`config.mk`:
```
export PLATFORM = sky130hd
export DESIGN_NAME = uo_stream_arbiter
export DESIGN_NICKNAME = d
export VERILOG_FILES = /design/src/rtl/uo_stream_arbiter.sv
export SDC_FILE = /design/constraint.sdc
export NUM_CORES = 1
export LEC_CHECK = 0
export CAP_MARGIN = 15
export CORE_ASPECT_RATIO = 0.8
export CORE_MARGIN = 4
export CORE_UTILIZATION = 40
export CTS_CLUSTER_SIZE = 25
export DETAILED_ROUTE_END_ITERATION = 16
export PLACE_DENSITY = 0.85
export SLEW_MARGIN = 20
export SYNTH_ARGS = -nofsm -noshare
export SYNTH_HDL_FRONTEND = slang
export SYNTH_SLANG_ARGS = --single-unit
```
`constraint.sdc`:
```
create_clock -name clk -period 3.6 [get_ports clk]
set_input_delay 0.9 -clock clk [delete_from_list [all_inputs] [get_ports clk]]
set_output_delay 0.9 -clock clk [all_outputs]
set_load 0.02 [all_outputs]
```
`src/rtl/uo_stream_arbiter.sv`:
```
// uo_stream_arbiter
//   Shares the 8-bit uo_out byte bus between several byte-stream sources
//   (0 = greeting, 1 = register readout, 2 = adventure engine). One source is
//   granted per message, round-robin, and keeps the grant until the byte marked
//   last. Each byte is held on the pins for HOLD enabled cycles so slow
//   off-chip observers can sample it.
//
//   clk        system clock, rising edge
//   rst        synchronous reset, active high
//   ena        design enable; low freezes all state
//   src_valid  per-source byte available
//   src_data   per-source byte at [8*i+:8]
//   src_last   per-source byte is the final byte of its message
//   src_ready  combinational accept; transfer on valid & ready
//   out_data   byte presented on the pins
//   out_valid  out_data holds a live byte
//   out_last   presented byte ends its message
//   out_src    granted source index (held after the message ends)
//   busy       a message is in progress
//
//   state  | meaning
//   -------+----------------------------------------------------------
//   IDLE   | no message; next cycle with a request picks a winner
//   SEND   | granted byte on the pins, hold counter running
//   STALL  | mid-message, granted source had no byte; grant stays locked
module uo_stream_arbiter #(
    parameter int NREQ = 3,
    parameter int HOLD = 4
) (
    input  logic              clk,
    input  logic              rst,
    input  logic              ena,
    input  logic [NREQ-1:0]   src_valid,
    input  logic [8*NREQ-1:0] src_data,
    input  logic [NREQ-1:0]   src_last,
    output logic [NREQ-1:0]   src_ready,
    output logic [7:0]        out_data,
    output logic              out_valid,
    output logic              out_last,
    output logic [1:0]        out_src,
    output logic              busy
);

    localparam int              HCW       = (HOLD > 1) ? $clog2(HOLD) : 1;
    localparam logic [HCW-1:0]  HOLD_TC   = HCW'(HOLD - 1);
    localparam logic [1:0]      LAST_INIT = 2'(NREQ - 1);

    typedef enum logic [1:0] {S_IDLE, S_SEND, S_STALL} state_t;

    state_t         state_q, state_d;
    logic [HCW-1:0] hold_cnt_q, hold_cnt_d;
    logic [1:0]     last_grant_q, last_grant_d;
    logic [1:0]     out_src_q, out_src_d;
    logic [7:0]     out_data_q, out_data_d;
    logic           out_valid_q, out_valid_d;
    logic           out_last_q, out_last_d;
    logic           busy_q, busy_d;

    logic           win_found;
    logic [1:0]     win_idx;
    logic [1:0]     grant;
    logic           sel_valid;
    logic           sel_last;
    logic [7:0]     sel_data;
    logic           load;
    int             cand;

    // Round-robin search starting just after the previous message's owner.
    always_comb begin
        win_found = 1'b0;
        win_idx   = '0;
        cand      = 0;
        for (int k = 1; k <= NREQ; k++) begin
            cand = (int'(last_grant_q) + k) % NREQ;
            for (int i = 0; i < NREQ; i++) begin
                if (!win_found && i == cand && src_valid[i]) begin
                    win_found = 1'b1;
                    win_idx   = 2'(i);
                end
            end
        end
    end

    // In IDLE the candidate is the fresh winner; otherwise the locked grant.
    always_comb begin
        grant     = (state_q == S_IDLE) ? win_idx : out_src_q;
        sel_valid = 1'b0;
        sel_last  = 1'b0;
        sel_data  = '0;
        for (int i = 0; i < NREQ; i++) begin
            if (2'(i) == grant) begin
                sel_valid = src_valid[i];
                sel_last  = src_last[i];
                sel_data  = src_data[8*i +: 8];
            end
        end
    end

    always_comb begin
        state_d      = state_q;
        hold_cnt_d   = hold_cnt_q;
        last_grant_d = last_grant_q;
        out_src_d    = out_src_q;
        out_data_d   = out_data_q;
        out_valid_d  = out_valid_q;
        out_last_d   = out_last_q;
        load         = 1'b0;

        // No transfer may happen in a reset cycle: the byte would be lost.
        if (ena && !rst) begin
            case (state_q)
                S_IDLE: begin
                    if (win_found) begin
                        out_src_d = win_idx;
                        load      = 1'b1;
                        state_d   = S_SEND;
                    end
                end
                S_SEND: begin
                    if (hold_cnt_q == HOLD_TC) begin
                        if (out_last_q) begin
                            last_grant_d = out_src_q;
                            out_valid_d  = 1'b0;
                            out_last_d   = 1'b0;
                            hold_cnt_d   = '0;
                            state_d      = S_IDLE;
                        end else if (sel_valid) begin
                            load = 1'b1;
                        end else begin
                            out_valid_d = 1'b0;
                            hold_cnt_d  = '0;
                            state_d     = S_STALL;
                        end
                    end else begin
                        hold_cnt_d = hold_cnt_q + HCW'(1);
                    end
                end
                S_STALL: begin
                    if (sel_valid) begin
                        load    = 1'b1;
                        state_d = S_SEND;
                    end
                end
                default: state_d = S_IDLE;
            endcase
        end

        if (load) begin
            out_data_d  = sel_data;
            out_last_d  = sel_last;
            out_valid_d = 1'b1;
            hold_cnt_d  = '0;
        end

        busy_d = (state_d != S_IDLE);
    end

    always_comb begin
        src_ready = '0;
        for (int i = 0; i < NREQ; i++) begin
            src_ready[i] = load && (2'(i) == grant);
        end
    end

    always_ff @(posedge clk) begin
        if (rst) begin
            state_q      <= S_IDLE;
            hold_cnt_q   <= '0;
            last_grant_q <= LAST_INIT;
            out_src_q    <= '0;
            out_data_q   <= '0;
            out_valid_q  <= 1'b0;
            out_last_q   <= 1'b0;
            busy_q       <= 1'b0;
        end else begin
            state_q      <= state_d;
            hold_cnt_q   <= hold_cnt_d;
            last_grant_q <= last_grant_d;
            out_src_q    <= out_src_d;
            out_data_q   <= out_data_d;
            out_valid_q  <= out_valid_d;
            out_last_q   <= out_last_d;
            busy_q       <= busy_d;
        end
    end

    assign out_data  = out_data_q;
    assign out_valid = out_valid_q;
    assign out_last  = out_last_q;
    assign out_src   = out_src_q;
    assign busy      = busy_q;

endmodule

```
==> impl_metrics.yaml <==
# generated from flow reports
layout:
  n_sequential_cell: 19
  nNonClkInverters: 4
  seqAreaFraction_pct: 20.13
  fillers: 252
  finish.instance_area_mm2: 0.001889
  multi_input_comb_cells: 110
  nNetsFinal: 235
  logic_area_um2: 819.5
die:
  num_tap_cells: 38
  initial_core_util_pct: 43.42
  ioPinCount: 49
global_routing:
  grt_overflow_total: 0
  first_global_vias: 1330
  largest_net_degree_at_the_start_of_global_routing: 20
  track_usage_pct: 19.35
sta:
  final-hold-violation-count: 0
  final_period_minus_worst_setup_slack_ps: 3421
  clock.fmax_mhz: 292.3
  finalClockPeriodUsage_pct: 95.02
  setup_repair_after_global_routing_missed_its_margin: "no"
  final.setup_skew_ps: 7.801
synth:
  syn-mean-instance-area_um2: 8.967
  synthesis.nets: 174
  synth.yosys.chip_area_mm2: 0.001237
worst_setup_path:
  crit_path_cell_trace: "clkdlybuf4s50_1 > nand2b_1 > a21o_1 > nor3_2 > o21bai_4 > nand2_1 > a21oi_1 > clkdlybuf4s15_2"
  worstPathRequired_ps: 2700
  endpoint_kind: "output pin"
route:
  wl_um: 3767
  remaining_drcs: 0
  via_per_inst: 5.432
placement:
  post_dp_cell_area_mm2: 0.001826
  buffer_ports.inserted: 48
run_status:
  outcome: "finished clean"
clock_tree:
  ctsRootBufferMaster: "sky130_fd_sc_hd__clkbuf_8"
  clkSinkCount: 19
  post_cts_hold_buffer_count: 0
min_path:
  hp-class: "reg2reg"
## metrics by stage
step / hold slack [ps] / util (%) / setup WS (ps)
final: 508.7 / 66.29 / 179.2
after global routing: 551.4 / 66.29 / 49.89
after CTS: 515.7 / 65.94 / 9.487
after detailed placement: 487.1 / 64.05 / -398.1
after global placement: 474.8 / 64.05 / -311.9
after floorplan: 471.7 / - / 403.6
## cell families (layout without fill, tap and decap cells)
logic type      after synthesis  count (layout)  share of synthesized area (%)
compound gates               52              52                          31.85
fa+ha+maj                     3               3                          3.034
mux                          14              14                          12.13
simple gates                 41              41                          18.00
flops                        19              19                          30.74
buf+inv                       9              69                          4.246
## power breakdown
group / internal, mW / switching [mW] / leakage [nW] / total [mW]
Sequential: 0.226 / 0.0126 / 0.155 / 0.239
Clock: 0.0789 / 0.0756 / 0.0228 / 0.154
Combinational: 0.119 / 0.103 / 0.616 / 0.223
Total: 0.424 / 0.192 / 0.794 / 0.616
## path summary, 6_finish.rpt
check                                                  start  depth (start not counted)                      to  slack, ps
worst max register to register  last_grant_q[0]$_SDFFE_PP0P_                          9         busy$_SDFF_PP0_       1270
worst min register to register        out_valid$_SDFFE_PP0P_                          2  out_valid$_SDFFE_PP0P_        510
worst max-delay path                                     rst                          8            src_ready[1]        180
worst min-delay path                  out_valid$_SDFFE_PP0P_                          2  out_valid$_SDFFE_PP0P_        510
## registers in the layout (all words and copies together), names as in the netlist
name and cells:
out_valid 1, hold_cnt_q 2, out_last 1, busy 1, out_src 2, state_q 2
last_grant_q 2, out_data 8
## cell usage after synthesis (all sizes together)
master    n  area, um2
a2111oi   1      27.53
a211o     1      8.760
a21bo     1      10.01
a21boi    1      7.510
a21o      2      15.01
a21oi    14      70.07
a22oi     9      67.56
a2bb2oi   1      15.01
and2      1      6.260
buf       5      37.53
dfxtp    19      380.4
ha        3      37.54
inv       4      15.01
mux2      8      90.09
mux2i     6      60.06
nand2     8      32.54
nand2b    6      37.54
nand3     3      15.01
nand4b    1      8.760
nor2     11      48.80
nor2b     3      18.77
nor3      4      25.02
nor3b     2      15.01
o2111ai   1      15.01
o211a     2      27.53
o211ai    1      7.510
o21ai    12      60.05
o21ba     2      20.02
o21bai    2      26.28
o22a      1      8.760
o31ai     1      7.510
or2       2      15.02
## worst min-delay path: cells and delay by family, from the launching register on
family	cells	cell delay, ps
compound gates	1	60
flops	1	330
simple gates	1	80
## routing by layer
metal	vias to the layer above	track usage [%]	share of wire, %
li1	628	-	-
met1	619	23.31	43
met2	28	35.40	51
met3	7	3.640	3.6
met4	0	5.464	1.8
met5	-	0	0
## layout by cell type, fill, tap and decap left out, types with 6 or more instances in the layout
cell	count
sky130_fd_sc_hd__clkdlybuf4s50_1	41
sky130_fd_sc_hd__dfxtp_1	19
sky130_fd_sc_hd__a21oi_1	14
sky130_fd_sc_hd__buf_4	13
sky130_fd_sc_hd__nor2_1	10
sky130_fd_sc_hd__o21ai_1	9
sky130_fd_sc_hd__a22oi_1	9
sky130_fd_sc_hd__nand2_1	7
sky130_fd_sc_hd__mux2_1	7
sky130_fd_sc_hd__mux2i_1	6
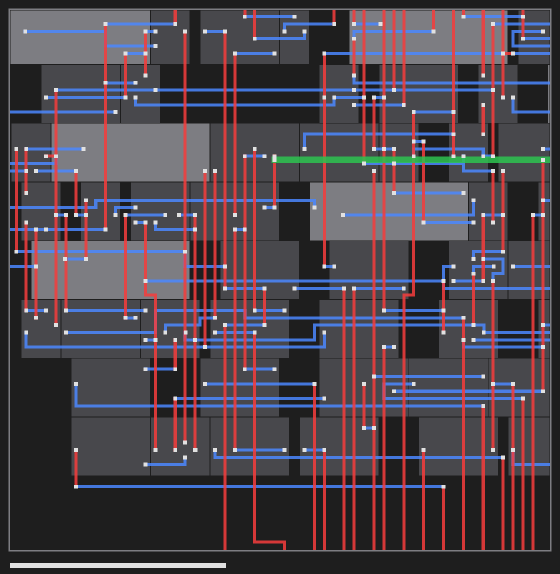
Fig. 1. Zoomed window.
The bar under the picture is 10 um long. Region (5, 2) to (30, 27) um. Cells in grey, sequential cells in the stronger grey; small squares are vias.
[met2] red
[met3] green
[met1] blue
netlist names of flops here include: out_data (5)
sequential cells in the window: 5
cells with their middle in the window: 46
most frequent: clkdlybuf4s50_1 (19)

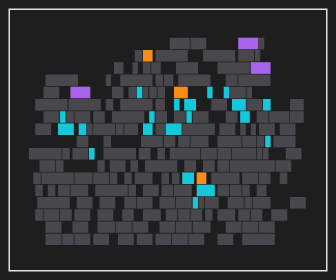
Fig. 2. Logic cells by family.
[AND and OR gates] orange | cells: 3
[adder and majority cells] purple | cells: 3 | most used: ha_1
[NOR gates] cyan | cells: 20 | most used: nor2_1
commonest non-fill, non-tap cell in the layout: sky130_fd_sc_hd__clkdlybuf4s50_1
fraction of area in multi-input gates: 43.38%
Final Instance Count excl. Fillers: 236

No activity file was given, so power comes from the tool's default toggle rates.
